### PDN straps and rails, run 1

Bar = 20 um. Pins as bars on the die edge.
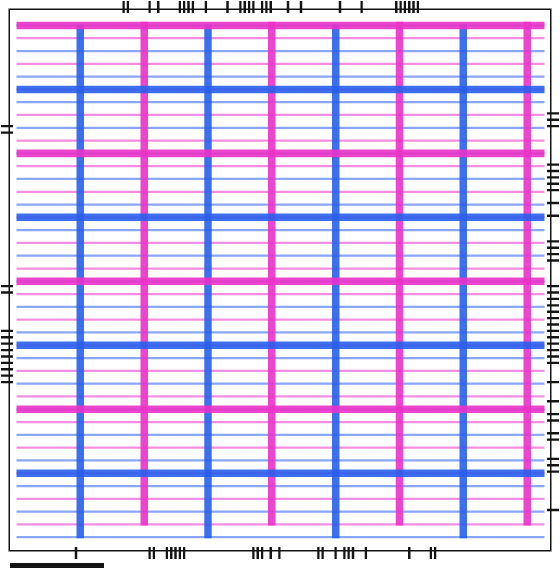
### Placed cells, one color a class, run 1

Bar = 20 um.
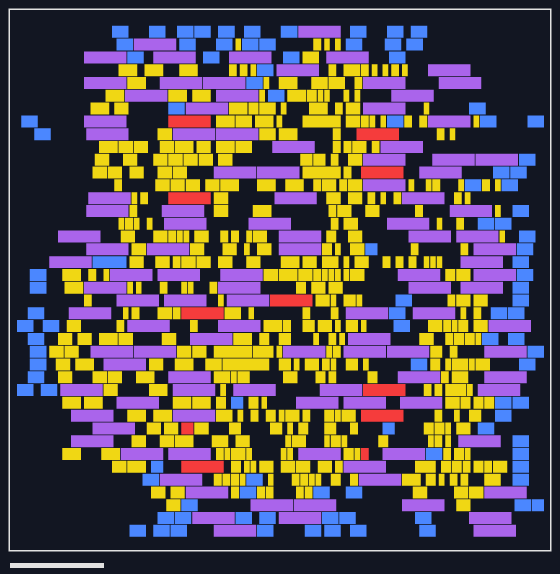
### Clock distribution, run 1

Bar = 20 um.
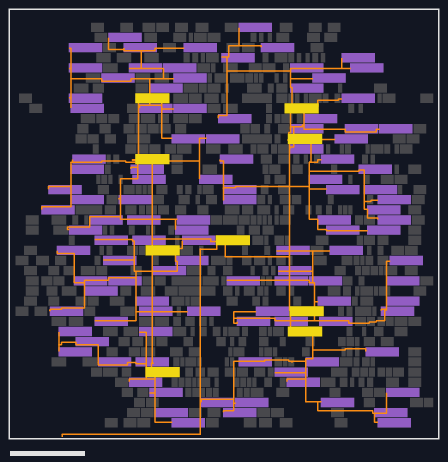
**src/rtl/c499_sec_encoder_pkg.sv**
```systemverilog
// Shared constants, types and check-bit helper for the c499 32-bit SEC encoder.
package c499_sec_pkg;

  localparam int DATA_W        = 32;
  localparam int CHK_W         = 8;
  localparam int INJ_W         = 6;
  localparam int INJ_CHK_BASE  = 32;
  localparam int INJ_NONE_MIN  = 40;

  // Index i selects the data bits that feed check bit c[i].
  localparam logic [CHK_W-1:0][DATA_W-1:0] CHK_MASKS = {
    32'h8888F0F0, 32'h44440F0F, 32'h2222FF00, 32'h111100FF,
    32'hF0F08888, 32'h0F0F4444, 32'hFF002222, 32'h00FF1111
  };

  // Nibble k covers d[4k+3:4k].
  localparam logic [CHK_W-1:0][DATA_W-1:0] NIB_MASKS = {
    32'hF0000000, 32'h0F000000, 32'h00F00000, 32'h000F0000,
    32'h0000F000, 32'h00000F00, 32'h000000F0, 32'h0000000F
  };

  // Column h*4+j covers d[16h+j], +4, +8, +12.
  localparam logic [CHK_W-1:0][DATA_W-1:0] COL_MASKS = {
    32'h88880000, 32'h44440000, 32'h22220000, 32'h11110000,
    32'h00008888, 32'h00004444, 32'h00002222, 32'h00001111
  };

  typedef struct packed {
    logic [DATA_W-1:0] data;
    logic [INJ_W-1:0]  inj;
    logic [CHK_W-1:0]  nib;
    logic [CHK_W-1:0]  col;
  } stage_a_t;

  typedef struct packed {
    logic [DATA_W-1:0] data;
    logic [CHK_W-1:0]  check;
  } stage_b_t;

  // Each check bit is one column parity of one half plus two nibble parities of the other.
  function automatic logic [CHK_W-1:0] combine_chk(input logic [CHK_W-1:0] nib,
                                                    input logic [CHK_W-1:0] col);
    logic [CHK_W-1:0] c;
    c[0] = col[0] ^ nib[4] ^ nib[5];
    c[1] = col[1] ^ nib[6] ^ nib[7];
    c[2] = col[2] ^ nib[4] ^ nib[6];
    c[3] = col[3] ^ nib[5] ^ nib[7];
    c[4] = col[4] ^ nib[0] ^ nib[1];
    c[5] = col[5] ^ nib[2] ^ nib[3];
    c[6] = col[6] ^ nib[0] ^ nib[2];
    c[7] = col[7] ^ nib[1] ^ nib[3];
    return c;
  endfunction

endpackage

```
**src/rtl/c499_sec_encoder_if.sv**
```systemverilog
// Input and output valid/ready channels of the SEC encoder.
interface c499_sec_encoder_if;
  import c499_sec_pkg::*;

  logic              in_valid;
  logic              in_ready;
  logic [DATA_W-1:0] in_data;
  logic [INJ_W-1:0]  inj_idx;
  logic              out_valid;
  logic              out_ready;
  logic [DATA_W-1:0] out_data;
  logic [CHK_W-1:0]  out_check;

  modport slave (
    input  in_valid, in_data, inj_idx, out_ready,
    output in_ready, out_valid, out_data, out_check
  );

  modport master (
    output in_valid, in_data, inj_idx, out_ready,
    input  in_ready, out_valid, out_data, out_check
  );

endinterface

```
**src/rtl/c499_sec_encoder_parity.sv**
```systemverilog
// Mask-and-reduce parity: o_par[i] is the XOR of the data bits selected by MASKS[i].
module c499_sec_parity
  import c499_sec_pkg::*;
#(
  parameter logic [CHK_W-1:0][DATA_W-1:0] MASKS = CHK_MASKS
) (
  input  logic [DATA_W-1:0] i_data,
  output logic [CHK_W-1:0]  o_par
);

  always_comb begin
    o_par = '0;
    for (int i = 0; i < CHK_W; i++) begin
      o_par[i] = ^(i_data & MASKS[i]);
    end
  end

endmodule

```
**src/rtl/c499_sec_encoder.sv**
```systemverilog
// Two-stage c499 SEC check-bit generator with valid/ready handshake,
// optional single-bit fault injection and a saturating delivered-word counter.
module c499_sec_encoder
  import c499_sec_pkg::*;
#(
  parameter int COUNT_W = 16
) (
  input  logic               clk,
  input  logic               rst_n,
  c499_sec_encoder_if.slave  bus,
  output logic [COUNT_W-1:0] words_out
);

  stage_a_t           r_a;
  stage_b_t           r_b;
  logic               r_a_valid;
  logic               r_b_valid;
  logic [COUNT_W-1:0] r_words;

  logic [CHK_W-1:0]   w_nib;
  logic [CHK_W-1:0]   w_col;
  logic               w_b_ready;
  logic               w_in_fire;
  logic               w_out_fire;
  stage_b_t           w_b_next;

  c499_sec_parity #(.MASKS(NIB_MASKS)) u_nib (.i_data(bus.in_data), .o_par(w_nib));
  c499_sec_parity #(.MASKS(COL_MASKS)) u_col (.i_data(bus.in_data), .o_par(w_col));

  assign w_b_ready    = !r_b_valid || bus.out_ready;
  assign bus.in_ready = !r_a_valid || w_b_ready;
  assign w_in_fire    = bus.in_valid && bus.in_ready;
  assign w_out_fire   = r_b_valid && bus.out_ready;

  // Injection flips one bit of either field; indices 40..63 leave the codeword intact.
  always_comb begin
    w_b_next.data  = r_a.data;
    w_b_next.check = combine_chk(r_a.nib, r_a.col);
    if (r_a.inj < INJ_W'(INJ_CHK_BASE)) begin
      w_b_next.data[r_a.inj[4:0]] = ~w_b_next.data[r_a.inj[4:0]];
    end else if (r_a.inj < INJ_W'(INJ_NONE_MIN)) begin
      w_b_next.check[r_a.inj[2:0]] = ~w_b_next.check[r_a.inj[2:0]];
    end
  end

  always_ff @(posedge clk or negedge rst_n) begin
    if (!rst_n) begin
      r_a_valid <= 1'b0;
      r_a       <= '0;
    end else if (bus.in_ready) begin
      r_a_valid <= bus.in_valid;
      if (w_in_fire) begin
        r_a <= '{data: bus.in_data, inj: bus.inj_idx, nib: w_nib, col: w_col};
      end
    end
  end

  always_ff @(posedge clk or negedge rst_n) begin
    if (!rst_n) begin
      r_b_valid <= 1'b0;
      r_b       <= '0;
    end else if (w_b_ready) begin
      r_b_valid <= r_a_valid;
      if (r_a_valid) begin
        r_b <= w_b_next;
      end
    end
  end

  always_ff @(posedge clk or negedge rst_n) begin
    if (!rst_n) begin
      r_words <= '0;
    end else if (w_out_fire && (r_words != '1)) begin
      r_words <= r_words + 1'b1;
    end
  end

  assign bus.out_valid = r_b_valid;
  assign bus.out_data  = r_b.data;
  assign bus.out_check = r_b.check;
  assign words_out     = r_words;

endmodule

```
**src/flat_wrapper.sv**
```systemverilog
// flat-port wrapper written by rule: the top's interface ports become plain ports
module c499_sec_encoder_flat import c499_sec_pkg::*;
#(
  parameter int COUNT_W = 16
)
  (clk, rst_n, words_out, bus_in_valid, bus_in_data, bus_inj_idx, bus_out_ready, bus_in_ready, bus_out_valid, bus_out_data, bus_out_check);
  c499_sec_encoder_if bus_i ();
  input  logic clk;
  input  logic rst_n;
  output logic [COUNT_W-1:0] words_out;
  input wire logic [$bits(bus_i.in_valid)-1:0] bus_in_valid;
  input wire logic [$bits(bus_i.in_data)-1:0] bus_in_data;
  input wire logic [$bits(bus_i.inj_idx)-1:0] bus_inj_idx;
  input wire logic [$bits(bus_i.out_ready)-1:0] bus_out_ready;
  output wire logic [$bits(bus_i.in_ready)-1:0] bus_in_ready;
  output wire logic [$bits(bus_i.out_valid)-1:0] bus_out_valid;
  output wire logic [$bits(bus_i.out_data)-1:0] bus_out_data;
  output wire logic [$bits(bus_i.out_check)-1:0] bus_out_check;
  assign bus_i.in_valid = bus_in_valid;
  assign bus_i.in_data = bus_in_data;
  assign bus_i.inj_idx = bus_inj_idx;
  assign bus_i.out_ready = bus_out_ready;
  assign bus_in_ready = bus_i.in_ready;
  assign bus_out_valid = bus_i.out_valid;
  assign bus_out_data = bus_i.out_data;
  assign bus_out_check = bus_i.out_check;
  c499_sec_encoder #(.COUNT_W(COUNT_W)) u_core (.clk(clk), .rst_n(rst_n), .bus(bus_i), .words_out(words_out));
endmodule
```
**config.mk**
```make
export PLATFORM = sky130hd
export DESIGN_NAME = c499_sec_encoder_flat
export DESIGN_NICKNAME = d
export VERILOG_FILES = /design/src/rtl/c499_sec_encoder_pkg.sv /design/src/rtl/c499_sec_encoder_if.sv /design/src/rtl/c499_sec_encoder_parity.sv /design/src/rtl/c499_sec_encoder.sv /design/src/flat_wrapper.sv
export SDC_FILE = /design/constraint.sdc
export NUM_CORES = 1
export LEC_CHECK = 0
export CAP_MARGIN = 20
export CORE_UTILIZATION = 46
export DETAILED_ROUTE_END_ITERATION = 12
export HOLD_SLACK_MARGIN = 0.1
export PLACE_DENSITY = 0.71
export SYNTH_ARGS = -nofsm -noshare
export SYNTH_HDL_FRONTEND = slang
export SYNTH_SLANG_ARGS = --single-unit
```
**constraint.sdc**
```tcl
create_clock -name clk -period 4.2 [get_ports clk]
set_clock_uncertainty 0.05 [all_clocks]
set_input_delay 0.84 -clock clk [delete_from_list [all_inputs] [get_ports clk]]
set_output_delay 0.84 -clock clk [all_outputs]
set_load 0.02 [all_outputs]
```
==> results.ini, run 1 <==
[cts]
clockBufferDepth = 2
cts_buffers = 9
cts_setup_buffers = 0
cts_sinks = 112
clkTransAtPathRegs_ps = 70
cts_tree = yes
htreeDepth = 3
clockRootBuffer = clkbuf_16

[cells_and_area]
syn_to_final_growth_pct = 22.6
clk_share_pct = 3.31
largestClassByArea = multi-input combinational cells
buf_share_pct = 14.5
utilization_pct = 58.8
comb_area_share_pct = 39.6
logic_area_um2 = 2840
diodes = 0
regArea_um2 = 2800
inverters_excl_clock = 12
final_cells = 807
seq_cell_count = 112
fillers = 1085
layout_top_cell = dfrtp_1
drive_gt1_share_pct = 11.4
seq_share_pct = 39.1

[pwr]
p_seq_w = 0.00153
p_leak_nw = 2.84
top_power_group = registers
power_density_nw_per_um2 = 486
seqPwrFrac_pct = 43.9
p_clk_w = 0.000745
swShare_pct = 34.4
clkPwrFrac_pct = 21.4
ir_drop_mv = 0.176
p_int_w = 0.00229
p_comb_share_pct = 34.8
p_switching_w = 0.00120

[setup_path]
crit_path_max_fanout = 5
worst-path-buf-inv = 2
crit_end = bus_in_ready
reg2reg_depth = 4
critPathTopFamily = buffers and inverters
worstReg2RegEnd = u_core.bus.out_data[1]$_DFFE_PN0P_
setup.worst_path.class = in2out
required_ps = 3310
critPathLaunch = bus_out_ready
cpPeakStageDelay_ps = 630
r2r_slack_ps = 1430
endpoint_kind = output port
critPathLaunchType = primary input
critPathSlowestCell = clkdlybuf4s50_1
cpMostUsedCell = clkdlybuf4s50_1

[timing]
slew_viol_final = 0
max-slew-margin-rel_pct = 34.9
fin_crit_ps = 3050
hold_viol_final = 0
setup_viol = 0
grt_setup_unrepaired = false
fin_setup_tns_ps = 0
setup_ws_ps = 1150
fin_crit_sh_pct = 72.6

[global_route]
grt_pass1_wl_um = 21600
use_met1_pct = 30.9
grt.met3_usage_pct = 2.27
grt.total_usage_pct = 21.4
grt-ovfl-total = 0

[job]
tool_warnings = 26

[routing]
drc_errors = 0
vias = 4393
drtIter0Drc = 381
wire_per_inst_um = 16.7
drt-total-wl_um = 13500
drt_pass1_iterations = 8
via_per_inst = 5.44

[place]
portBuffers = 99
place_hpwl_um = 10100
gp_congestion = 0.839

[die]
row_count = 40
nWellTaps = 168
dieHeight_um = 115
dieArea_um2 = 13200
top_level_ports = 100
fp-utilization_pct = 47.9
die_w_um = 115

[yosys]
async_reset_ff_share_pct = 100
simple_gate_share_pct = 12.4
synth_cell_types = 46
yosysTopAreaCell = dfrtp_1
synthFlopType = dfrtp_1
compound_area_share_pct = 11.6
synth_warnings = 0
most_common_cell = dfrtp_1
synth_cells = 560
edf_count = 0
xor_share_pct = 12.6
common_cells = dfrtp_1 (112), xnor2_1 (65), o21ai_0 (59)

[run_status]
status = complete, no violations

[hold_path]
hold_start = u_core.bus.out_data[26]$_DFFE_PN0P_
hold_path_depth = 2

## Picture notes: 'PDN straps and rails'
color	net
blue	VSS
magenta	VDD
met4 straps	8
met1 rails	41
met5 straps	8
signal pins	100

## Picture notes: 'Placed cells, one color a class'
color	class	cells
red	clock drivers and dummy loads	11
yellow	remaining logic cells	412
purple	registers	112
blue	remaining buffers and delay cells	104

## Picture notes: 'Clock distribution'
[orange] clock wires | length: 1290 um
[yellow] clock-net drivers | count: 9
[purple] flip-flops | count: 112
flops lie	spread over the die

## run 1: stage by stage
stage          total power (W)  area, um^2
2_1_floorplan          0.00223        5850
3_3_place_gp           0.00273        6940
3_5_place_dp           0.00276        6940
4_1_cts                0.00351        7180
5_1_grt                0.00367        7180
6_report               0.00349        7180
## run 1: routing by layer
| metal | wire [um] | vias to the layer above |
|---|---|---|
| met5 | 0 | - |
| met4 | 201 | 0 |
| met1 | 6420 | 2136 |
| met2 | 6210 | 139 |
| met3 | 659 | 15 |
| li1 | - | 2103 |
## run 1: flip-flops by register name (all words and copies together), names as in the netlist
signal and flops:
u_core.words_out 16, u_core.r_a_valid 1, u_core.bus.out_check 8, u_core.bus.out_valid 1, u_core.bus.out_data 32, u_core.r_a 54
==> run 2: changes to the inputs <==
==> constraint.sdc (replaced) <==
create_clock -name clk -period 3 [get_ports clk]
set_clock_uncertainty 0.05 [all_clocks]
set_input_delay 0.6 -clock clk [delete_from_list [all_inputs] [get_ports clk]]
set_output_delay 0.6 -clock clk [all_outputs]
set_load 0.02 [all_outputs]
==> run 2 against run 1 <==
  * Sequential cell count stayed put
  * Die size stayed put
  * Clock power is 48% higher
  * Sequential share of layout area is 0.31 points lower
  * Clock-buffer cell count is 4 higher
  * Non-clock buffer count is 2 higher
  * Routed wire length is 1.8% higher
  * Synthesized cell count stayed put
  * Synthesized area stayed put
  * Final cell count is 0.87% higher
  * Critical path type unchanged
  * Critical endpoint unchanged
  * Largest cell class unchanged
  * Largest power group unchanged
  * Highest routed layer unchanged
==> results.ini, run 2 <==
[global_route]
met2_usage_pct = 34.9
grt_busiest_layer = met2
grt_pass1_vias = 4288
grt.total_usage_pct = 22.0
grt_max_degree = 71
grt.met3_usage_pct = 3.43
use_met1_pct = 31.0
grt-ovfl-total = 0
grt_pass1_wl_um = 22300

[yosys]
synth_warnings = 0
avgSynthCellArea_um2 = 10.5
common_cells = dfrtp_1 (112), xnor2_1 (65), o21ai_0 (59)
compound_area_share_pct = 11.6
synthTopLogicFamily = XOR/XNOR gates
syn-cell-area_um2 = 5850
synth_cells = 560
most_common_cell = dfrtp_1
mux_area_share_pct = 11.7
synth_seq_share_pct = 47.9
synth_cell_types = 46
top_area_share_pct = 47.9
simple_gate_share_pct = 12.4
fp_nets = 603
synthFlopType = dfrtp_1
yosysTopAreaCell = dfrtp_1
xor_share_pct = 12.6
ys_chip_area_um2 = 5850
edf_count = 0
async_reset_ff_share_pct = 100

[setup_path]
setup.worst_path.class = in2out
reg2reg_depth = 5
cpPeakStageDelay_ps = 620
endpoint_kind = output port
critPathSlowestCell = clkdlybuf4s50_1
worstReg2RegEnd = u_core.bus.out_data[15]$_DFFE_PN0P_
timing.rr.start = u_core.r_a[18]$_DFFE_PN0P_
cpMostUsedCell = clkdlybuf4s50_1
worst-path-buf-inv = 2
critPathLaunch = bus_out_ready
crit_end = bus_in_ready
r2r_slack_ps = 790
critPathLaunchType = primary input
crit_cells = 3
crit_path_max_fanout = 5
cp_cell_sequence = clkdlybuf4s50_1 -> nand3b_1 -> clkdlybuf4s50_1
critPathTopFamily = buffers and inverters
required_ps = 2350

[pwr]
p_int_w = 0.00326
p_comb_share_pct = 34.4
p_seq_w = 0.00215
power_density_nw_per_um2 = 685
ir_drop_mv = 0.362
powerComb_w = 0.00170
top_power_group = registers
p_switching_w = 0.00170
seqPwrFrac_pct = 43.3
swShare_pct = 34.3
p_clk_w = 0.00110
p_leak_nw = 2.87
clkPwrFrac_pct = 22.3
power_w = 0.00495

[routing]
via_per_inst = 5.45
met1Wirelength_um = 6410
vias = 4436
routed.top_layer = met4
wire_per_inst_um = 16.9
drc_errors = 0
drt-total-wl_um = 13700
dr_wl_met2_um = 6440
drtIter0Drc = 325
drt_pass1_iterations = 4
met3WireLength_um = 687

[cts]
cts.hold.buffers_added = 0
clockRootBuffer = clkbuf_16
htreeDepth = 3
clk_latency_ps = 340
cts-resized-gates = 0
clkTransAtPathRegs_ps = 70
cts_buffers = 9
clockBufferDepth = 2
cts_sinks = 112
cts_tree = yes
cts_setup_buffers = 0

[job]
maxCapViolations = 0
tool_warnings = 26

[timing]
slew_viol_final = 0
hold_viol_final = 0
fin_crit_ps = 2560
grt_setup_unrepaired = false
setup_viol = 0
holdWs_ps = 198
setup_ws_ps = 436
fin_crit_sh_pct = 85.5
fin_setup_tns_ps = 0
max-slew-margin-rel_pct = 55.6
worstMarginPinSlew_ps = 657

[place]
dp_slack_ps = 437
portBuffers = 99
place_hpwl_um = 10200
post_dp_cell_area_um2 = 6970
gp_congestion = 0.863

[cells_and_area]
drive_gt1_share_pct = 11.9
most-common-layout-cells = dfrtp_1 (112), clkdlybuf4s50_1 (98), xnor2_1 (65)
layout_top_cell = dfrtp_1
largest_reg_flops = 54
largest-register = u_core.r_a
design_area_um2 = 7230
diodes = 0
final_nets = 684
syn_to_final_growth_pct = 23.6

[run_status]
status = complete, no violations

[die]
dieArea_um2 = 13200
dieHeight_um = 115
top_level_ports = 100
fp-utilization_pct = 47.9
die_w_um = 115

-- run 2: cell count changes in the layout (fill, tap and decap cells not counted) --
cell      before  now
clkinv_2       1    2
buf_4          5    6
clkbuf_1       0    3
buf_12         1    2
clkbuf_8       0    1
-- run 2: cell type report --
type	count	area (um^2)	share of cell area (%)
Inverter	12	45.0	0.623
Multi-Input combinational cell	400	2840	39.3
Timing Repair Buffer	106	1070	14.7
Clock buffer	13	250	3.46
Sequential cell	112	2800	38.7
Tap cell	168	210	2.91
Clock inverter	3	17.5	0.242
-- run 2: worst register-to-register path, stage by stage (launching register included) --
cell	delay, ps
dfrtp_1	720
mux4_2	600
o22ai_2	180
a2111oi_4	100
buf_4	240
a211oi_1	240
### Placed cells, one color a class, run 2

Bar = 20 um.
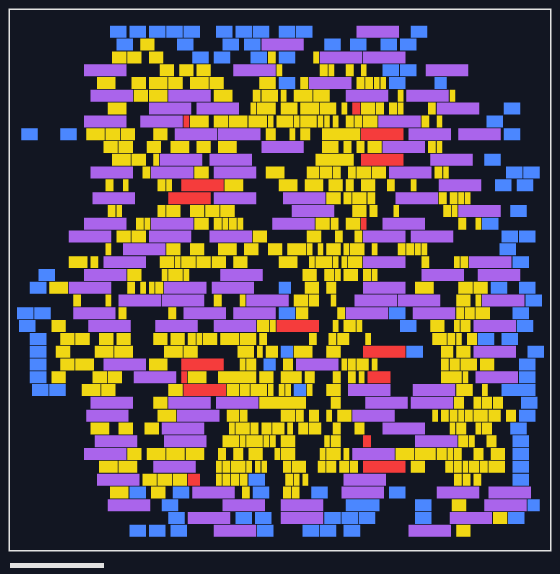
color	class	cells
blue	remaining buffers and delay cells	106
purple	registers	112
red	clock drivers and dummy loads	16
yellow	remaining logic cells	412

### Placed standard cells, run 2

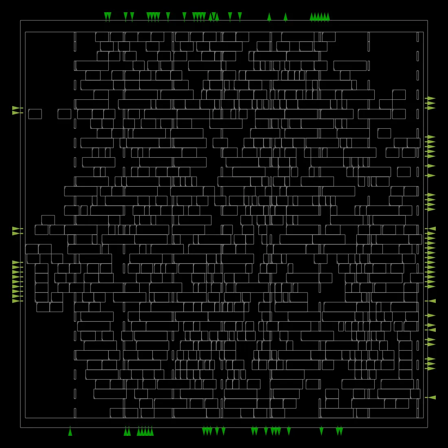
# fillers: 1069
Finished Layout Cells: 814
standard-cell rows: 40
final core utilization: 59.2%
Tapcells: 168

### Clock distribution, run 2

Bar = 20 um.
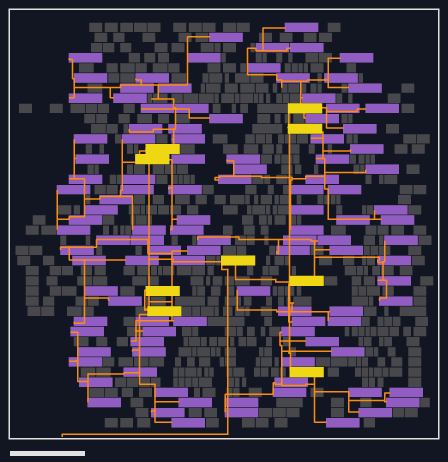
[orange] clock wires | length: 1240 um
[yellow] clock-net drivers | count: 9
[purple] flip-flops | count: 112
routed clock nets	10

Power figures rest on the tool's default switching activity, not on a simulated workload.
